Run 1, wire density map:
29 x 29 tiles, from dark purple (low) to yellow (high), scaled to the fullest tile. Values are wire area over tile area, all layers added.
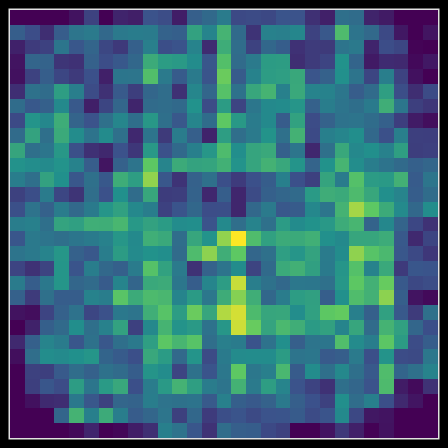
Run 1, the clock network:
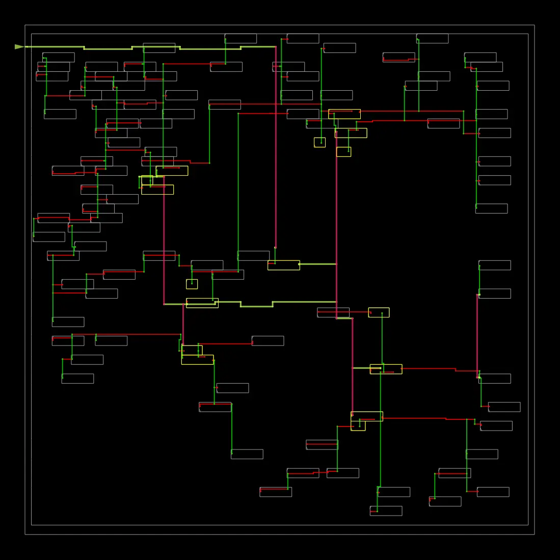
Run 1, sequential cells colored by netlist name:
The bar under the picture is 50 um long. Other sequential cells in the stronger gray, the rest of the logic in the fainter gray.
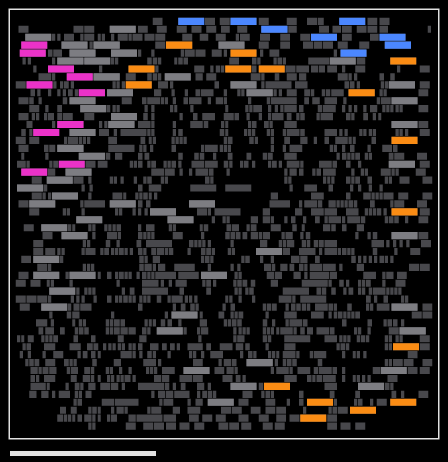
## config.mk

```make
export PLATFORM = sky130hd
export DESIGN_NAME = bm_calc_upd_p
export DESIGN_NICKNAME = d
export VERILOG_FILES = /design/src/rtl/bm_calc_upd_p.sv
export SDC_FILE = /design/constraint.sdc
export NUM_CORES = 1
export LEC_CHECK = 0
export ABC_AREA = 1
export ABC_CLOCK_PERIOD_IN_PS = 3500
export CELL_PAD_IN_SITES_DETAIL_PLACEMENT = 0
export CELL_PAD_IN_SITES_GLOBAL_PLACEMENT = 1
export CORE_MARGIN = 1.5
export CORE_UTILIZATION = 35
export CTS_CLUSTER_DIAMETER = 80
export DETAILED_ROUTE_END_ITERATION = 16
export PLACE_DENSITY_LB_ADDON = 0.08
export SKIP_LAST_GASP = 1
export SYNTH_ARGS = -nofsm -noshare
export SYNTH_HDL_FRONTEND = slang
export SYNTH_SLANG_ARGS = --single-unit
```

## constraint.sdc

```tcl
create_clock -name clk -period 3.5 [get_ports clk]
set_clock_uncertainty 0.05 [all_clocks]
set_input_delay 0.7 -clock clk [delete_from_list [all_inputs] [get_ports clk]]
set_output_delay 0.7 -clock clk [all_outputs]
set_load 0.01 [all_outputs]
```

## src/rtl/bm_calc_upd_p.sv

```systemverilog
// bm_calc_upd_p: merges detector best-two SAD candidates with the stored best-two record.
// Optional last-pass uniqueness-ratio check is compiled in with `define BM_UNIQ_RATIO_EN.
module bm_calc_upd_p #(
  parameter int unsigned SAD_W   = 16,
  parameter int unsigned IDX_W   = 5,
  parameter int unsigned PH_W    = 3,
  parameter int unsigned FRAC_W  = 8,
  parameter int unsigned ADDR_W  = 10,
  parameter int unsigned DEPTH   = 1024,
  parameter int unsigned ADJ     = 1,
  parameter int unsigned UNIQ_SH = 3,
  localparam int unsigned DISP_W = PH_W + IDX_W,
  localparam int unsigned REC_W  = 2*DISP_W + FRAC_W + 2*SAD_W
) (
  input  logic              clk,
  input  logic              rst,
  input  logic              first,
  input  logic              last,
  input  logic [PH_W-1:0]   dphase,
  input  logic [SAD_W-1:0]  det_min1,
  input  logic [SAD_W-1:0]  det_min2,
  input  logic [IDX_W-1:0]  det_idx1,
  input  logic [IDX_W-1:0]  det_idx2,
  input  logic              vin_m1,
  output logic [ADDR_W-1:0] sad_rdaddr,
  input  logic [REC_W-1:0]  sad_din,
  output logic              upd,
  output logic [SAD_W-1:0]  upd_min1,
  output logic [SAD_W-1:0]  upd_min2,
  output logic [DISP_W-1:0] upd_disp1,
  output logic [DISP_W-1:0] upd_disp2,
  output logic [FRAC_W-1:0] upd_frac,
  output logic [ADDR_W-1:0] upd_wraddr,
  output logic              uniq_fail,
  output logic              err_ovf,
  output logic              vout
);

  typedef struct packed {
    logic [DISP_W-1:0] disp1;
    logic [FRAC_W-1:0] frac;
    logic [SAD_W-1:0]  min1;
    logic [DISP_W-1:0] disp2;
    logic [SAD_W-1:0]  min2;
  } sad_rec_t;

  if (UNIQ_SH >= SAD_W || DEPTH > (1 << ADDR_W) || DEPTH == 0) begin : g_param_chk
    $error("bm_calc_upd_p: illegal parameter combination");
  end

  logic [ADDR_W-1:0] rdaddr_q, rdaddr_d, addr_r0_q, addr_r0_d, wraddr_q, wraddr_d;
  logic              err_ovf_q, err_ovf_d, vin_r0_q, vin_r0_d, vout_q, vout_d;
  logic              upd_q, upd_d, uniq_fail_q, uniq_fail_d;
  logic [SAD_W-1:0]  min1_q, min1_d, min2_q, min2_d;
  logic [DISP_W-1:0] disp1_q, disp1_d, disp2_q, disp2_d;
  logic [FRAC_W-1:0] frac_q, frac_d;

  sad_rec_t               sad_rec;
  logic [DISP_W-1:0]      det_disp1, det_disp2;
  logic signed [DISP_W:0] disp_diff;
  logic [DISP_W:0]        disp_dist;
  logic                   adj, lt11, lt21, lt12, lt22, mrg_upd;
  logic [SAD_W-1:0]       sec_min, mrg_min1, mrg_min2;
  logic [DISP_W-1:0]      sec_disp, mrg_disp1, mrg_disp2;

  // Best-two merge of detector and stored candidates with adjacency exclusion
  always_comb begin
    sad_rec   = sad_din;
    det_disp1 = {dphase, det_idx1};
    det_disp2 = {dphase, det_idx2};
    disp_diff = $signed({1'b0, det_disp1}) - $signed({1'b0, sad_rec.disp1});
    disp_dist = disp_diff[DISP_W] ? $unsigned(-disp_diff) : $unsigned(disp_diff);
    adj       = disp_dist <= (DISP_W+1)'(ADJ);
    lt11      = det_min1 < sad_rec.min1;
    lt21      = det_min2 < sad_rec.min1;
    lt12      = det_min1 < sad_rec.min2;
    lt22      = det_min2 < sad_rec.min2;
    sec_min   = lt22 ? det_min2  : sad_rec.min2;
    sec_disp  = lt22 ? det_disp2 : sad_rec.disp2;
    mrg_min1  = sad_rec.min1;
    mrg_disp1 = sad_rec.disp1;
    mrg_min2  = sad_rec.min2;
    mrg_disp2 = sad_rec.disp2;
    mrg_upd   = 1'b0;
    if (first || (lt11 && lt21)) begin
      mrg_min1  = det_min1;
      mrg_disp1 = det_disp1;
      mrg_min2  = det_min2;
      mrg_disp2 = det_disp2;
      mrg_upd   = 1'b1;
    end else if (lt11) begin
      mrg_min1  = det_min1;
      mrg_disp1 = det_disp1;
      mrg_min2  = adj ? sec_min  : sad_rec.min1;
      mrg_disp2 = adj ? sec_disp : sad_rec.disp1;
      mrg_upd   = 1'b1;
    end else if (lt12) begin
      mrg_min2  = adj ? sec_min  : det_min1;
      mrg_disp2 = adj ? sec_disp : det_disp1;
    end
  end

`ifdef BM_UNIQ_RATIO_EN
  logic [SAD_W:0] uniq_sum;
  assign uniq_sum = {1'b0, mrg_min1} + (SAD_W+1)'(mrg_min1 >> UNIQ_SH);
`else
  logic unused_last;
  assign unused_last = last;
`endif

  // Read-address counter, pipeline alignment and output stage
  always_comb begin
    rdaddr_d    = '0;
    err_ovf_d   = err_ovf_q;
    vin_r0_d    = vin_m1;
    addr_r0_d   = rdaddr_q;
    vout_d      = vin_r0_q;
    upd_d       = upd_q;
    min1_d      = min1_q;
    min2_d      = min2_q;
    disp1_d     = disp1_q;
    disp2_d     = disp2_q;
    frac_d      = frac_q;
    wraddr_d    = wraddr_q;
    uniq_fail_d = uniq_fail_q;
    if (vin_m1) begin
      if (rdaddr_q == ADDR_W'(DEPTH - 1)) err_ovf_d = 1'b1;
      else                                rdaddr_d  = rdaddr_q + ADDR_W'(1);
    end
    if (vin_r0_q) begin
      upd_d       = mrg_upd;
      min1_d      = mrg_min1;
      min2_d      = mrg_min2;
      disp1_d     = mrg_disp1;
      disp2_d     = mrg_disp2;
      frac_d      = mrg_upd ? '0 : sad_rec.frac;
      wraddr_d    = addr_r0_q;
      uniq_fail_d = 1'b0;
`ifdef BM_UNIQ_RATIO_EN
      if (last && !first && (uniq_sum >= {1'b0, mrg_min2})) begin
        disp1_d     = '1;
        upd_d       = 1'b0;
        uniq_fail_d = 1'b1;
      end
`endif
    end
  end

  always_ff @(posedge clk or posedge rst) begin
    if (rst) begin
      rdaddr_q    <= '0;
      err_ovf_q   <= 1'b0;
      vin_r0_q    <= 1'b0;
      addr_r0_q   <= '0;
      vout_q      <= 1'b0;
      upd_q       <= 1'b0;
      min1_q      <= '0;
      min2_q      <= '0;
      disp1_q     <= '0;
      disp2_q     <= '0;
      frac_q      <= '0;
      wraddr_q    <= '0;
      uniq_fail_q <= 1'b0;
    end else begin
      rdaddr_q    <= rdaddr_d;
      err_ovf_q   <= err_ovf_d;
      vin_r0_q    <= vin_r0_d;
      addr_r0_q   <= addr_r0_d;
      vout_q      <= vout_d;
      upd_q       <= upd_d;
      min1_q      <= min1_d;
      min2_q      <= min2_d;
      disp1_q     <= disp1_d;
      disp2_q     <= disp2_d;
      frac_q      <= frac_d;
      wraddr_q    <= wraddr_d;
      uniq_fail_q <= uniq_fail_d;
    end
  end

  assign sad_rdaddr = rdaddr_q;
  assign err_ovf    = err_ovf_q;
  assign vout       = vout_q;
  assign upd        = upd_q;
  assign upd_min1   = min1_q;
  assign upd_min2   = min2_q;
  assign upd_disp1  = disp1_q;
  assign upd_disp2  = disp2_q;
  assign upd_frac   = frac_q;
  assign upd_wraddr = wraddr_q;
  assign uniq_fail  = uniq_fail_q;

endmodule

```

==> impl_metrics.ini, run 1 <==
; generated from flow reports
[setup_path]
crit_cells = 24
cp_slowest_cell = clkdlybuf4s50_1
worst_ep_arrival_time_ns = 3.46
cp_max_fo = 9
required_ns = 3.70
crit_buf_inv = 6
crit_path_start = sad_din[55]
critPathKind = input pin to flip-flop

[clock_network]
cts_root_buf = clkbuf_16
cts.htree.levels = 3
cts_hold_buf = 0

[yosys]
synth.most_common_cell = nand2_1
top_area_share_pct = 31.2
yosysWarnings = 0
ys_sh_adder_pct = 12.4
synthCells = 1109
synth_area_mm2 = 0.00723
ys_ff = 90

[floorplan]
num_rows = 52
pin_count = 186

[sta]
slew_violations = 0
setup-tns-final_ns = 0
worstMarginPinSlew_ns = 0.698
period_minus_slack_ns = 3.26
fmaxAchievable_ghz = 0.307
worst_hold_slack_ns = 0.391
hold_viol_final = 0

[worst_hold_path]
min_path_type = flip-flop to flip-flop
min_to = upd_wraddr[9]

[routing]
drt-initial-drc-count = 374
routed-wl-met2_mm = 11.7
drc_errors = 0

[layout]
nNonClkInverters = 94
largest_class = multi-input combinational cells
num-multi-input-gates = 879
layout_top_cell = nand2_1
final_cells = 1607

[status]
status = complete, no violations

[power]
p_leak_uw = 0.00532

[placed_design]
dp_hpwl_mm = 18.4
Back to the opening pictures, 'wire density map':
The mean over all tiles is 0.18. 4.2% of the tiles are nearly empty. The fullest tile reaches 0.48.
Vias: 7723
GRT Util Overall: 22.9%
drt total wl: 24.9 mm

Back to the opening pictures, 'the clock network':
reported clock group power: 1030 uW
Insertion Delay late pin: 0.36 ns
CLK BUF: 9
Seq Cell Count: 90

Back to the opening pictures, 'sequential cells colored by netlist name':
upd_min1: drawn in orange, placed flops 16. sad_rdaddr: drawn in magenta, placed flops 10, where north-west. upd_frac: drawn in blue, placed flops 8.
sequential power: 1190 uW
sequential share of cell area: 21.8%
Register Area: 0.00225 mm2
utilization after layout: 51.0%

-- run 1: where the power goes --
| part | switching (uW) | internal (uW) | leakage [uW] | total (uW) |
|---|---|---|---|---|
| Sequential | 57.3 | 1130 | 0.00114 | 1190 |
| Combinational | 756 | 634 | 0.00403 | 1390 |
| Clock | 524 | 511 | 0.000150 | 1030 |
-- run 1: metrics by stage --
stage | area [um2] | util (%) | setup WS, ns | power (uW)
2_1_floorplan | 7230 | - | 0.359 | 1910
3_3_place_gp | 9770 | 48.3 | -0.432 | 2540
3_5_place_dp | 9770 | 48.3 | -0.434 | 2550
4_1_cts | 10100 | 49.9 | 0.000836 | 3610
5_1_grt | 10300 | 51.0 | -0.0109 | 3860
6_report | 10300 | 51.0 | 0.241 | 3610
==> inputs of run 2 (changes only) <==
CAP_MARGIN = 5   (was unset)
Run 2, routed metal, one color a layer:
Two of the layers only.
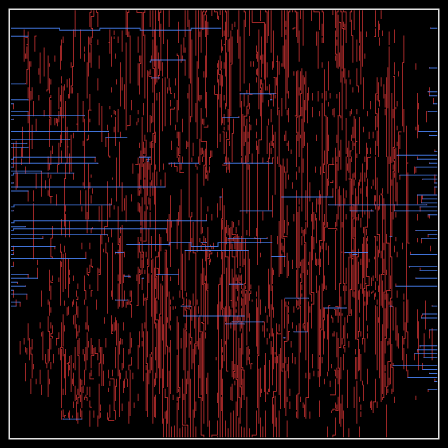
metal 2: drawn in red, wire length 11700 um. metal 3: drawn in blue, wire length 1200 um.
wire length per cell: 15.5 um

Run 2, sequential cells colored by netlist name:
The bar under the picture is 50 um long. Other sequential cells in the stronger gray, the rest of the logic in the fainter gray.
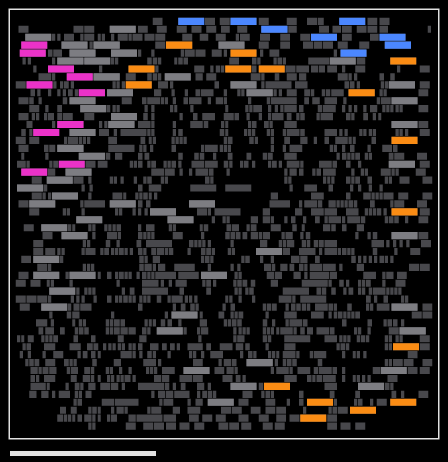

Run 2, cell density map:
The bar under the picture is 50 um long. 15 x 15 tiles, from dark purple (low) to yellow (high), 0 to 100% covered.
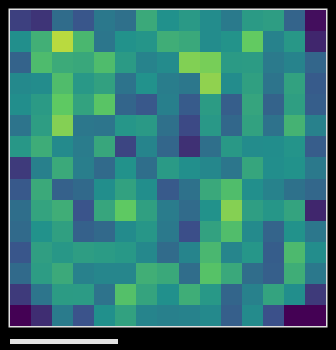
3.1% of the tiles are over 75% full. The mean over all tiles is 46%. 1.3% of the tiles are nearly empty. The fullest tile reaches 89%.

==> run 2 against run 1 <==
Effect of this change: synthesized area stayed put; power stayed put; count of clock-buffer cells in the layout stayed put; via count stayed put; utilization stayed put; critical endpoint unchanged; largest cell class unchanged.
==> impl_metrics.ini, run 2 <==
; generated from flow reports
[routing]
drc_errors = 0
via_count = 7723
finalWirelength_mm = 24.9

[global_route]
grt_util_all_layers_pct = 22.9

[power]
power_frac_seq_pct = 32.9
comb_power_share_pct = 38.5
p_int_uw = 2280
power_combinational_uw = 1390
p_leak_uw = 0.00532
power_leader = combinational cells
switching_share_pct = 37.0
p_switching_uw = 1340
seq-power_uw = 1190
p_clk_share_pct = 28.6
p_total_uw = 3610

[yosys]
synthCells = 1109
yosysWarnings = 0
ys_ff = 90
ys_sh_adder_pct = 12.4

[layout]
stdcell_area_mm2 = 0.0103
seq_area_mm2 = 0.00225
nNonClkInverters = 94
num-multi-input-gates = 879
seq_area_share_pct = 21.8
n_clock_buffer = 9
final_cells = 1607
layout_top_cell = nand2_1
final_core_util_pct = 51.0

[setup_path]
crit_buf_inv = 6
required_ns = 3.70
worst_ep_arrival_time_ns = 3.46
cp_max_fo = 9
crit_path_start = sad_din[55]
critPathKind = input pin to flip-flop
cp_slowest_cell = clkdlybuf4s50_1
crit_cells = 24

[worst_hold_path]
min_to = upd_wraddr[9]
min_path_type = flip-flop to flip-flop

[sta]
setup_ws_ns = 0.241
setup-tns-final_ns = 0
worstMarginPinSlew_ns = 0.698
fmaxAchievable_ghz = 0.307
slew_violations = 0
worst_hold_slack_ns = 0.391
hold_viol_final = 0

[placed_design]
dp_slack_ns = -0.434
dp_hpwl_mm = 18.4
place_area_mm2 = 0.00977

[clock_network]
cts.htree.levels = 3
cts_root_buf = clkbuf_16
cts_hold_buf = 0

[status]
status = complete, no violations

[floorplan]
num_rows = 52
run 2: cell counts after synthesis:
No cell type changed its count.
run 2: cell families (layout without fill, tap and decap cells):
| group | after synthesis | count (layout) |
|---|---|---|
| AND-OR/OR-AND | 151 | 151 |
| XOR/XNOR | 2 | 2 |
| adder cells (fa/ha/maj) | 71 | 71 |
| buffers and inverters | 140 | 367 |
| flip-flops | 90 | 90 |
| other | 1 | 2 |
| AND/OR/NAND/NOR | 654 | 654 |
run 2: metal layers:
metal | GRT usage (%) | vias up | part of all wire, %
met1 | 30.8 | 3526 | 47
met4 | 5.00 | 0 | 0.85
li1 | - | 4024 | -
met5 | 0 | - | 0
met2 | 38.3 | 158 | 47
met3 | 4.13 | 15 | 4.8
No activity file was given, so power comes from the tool's default toggle rates.
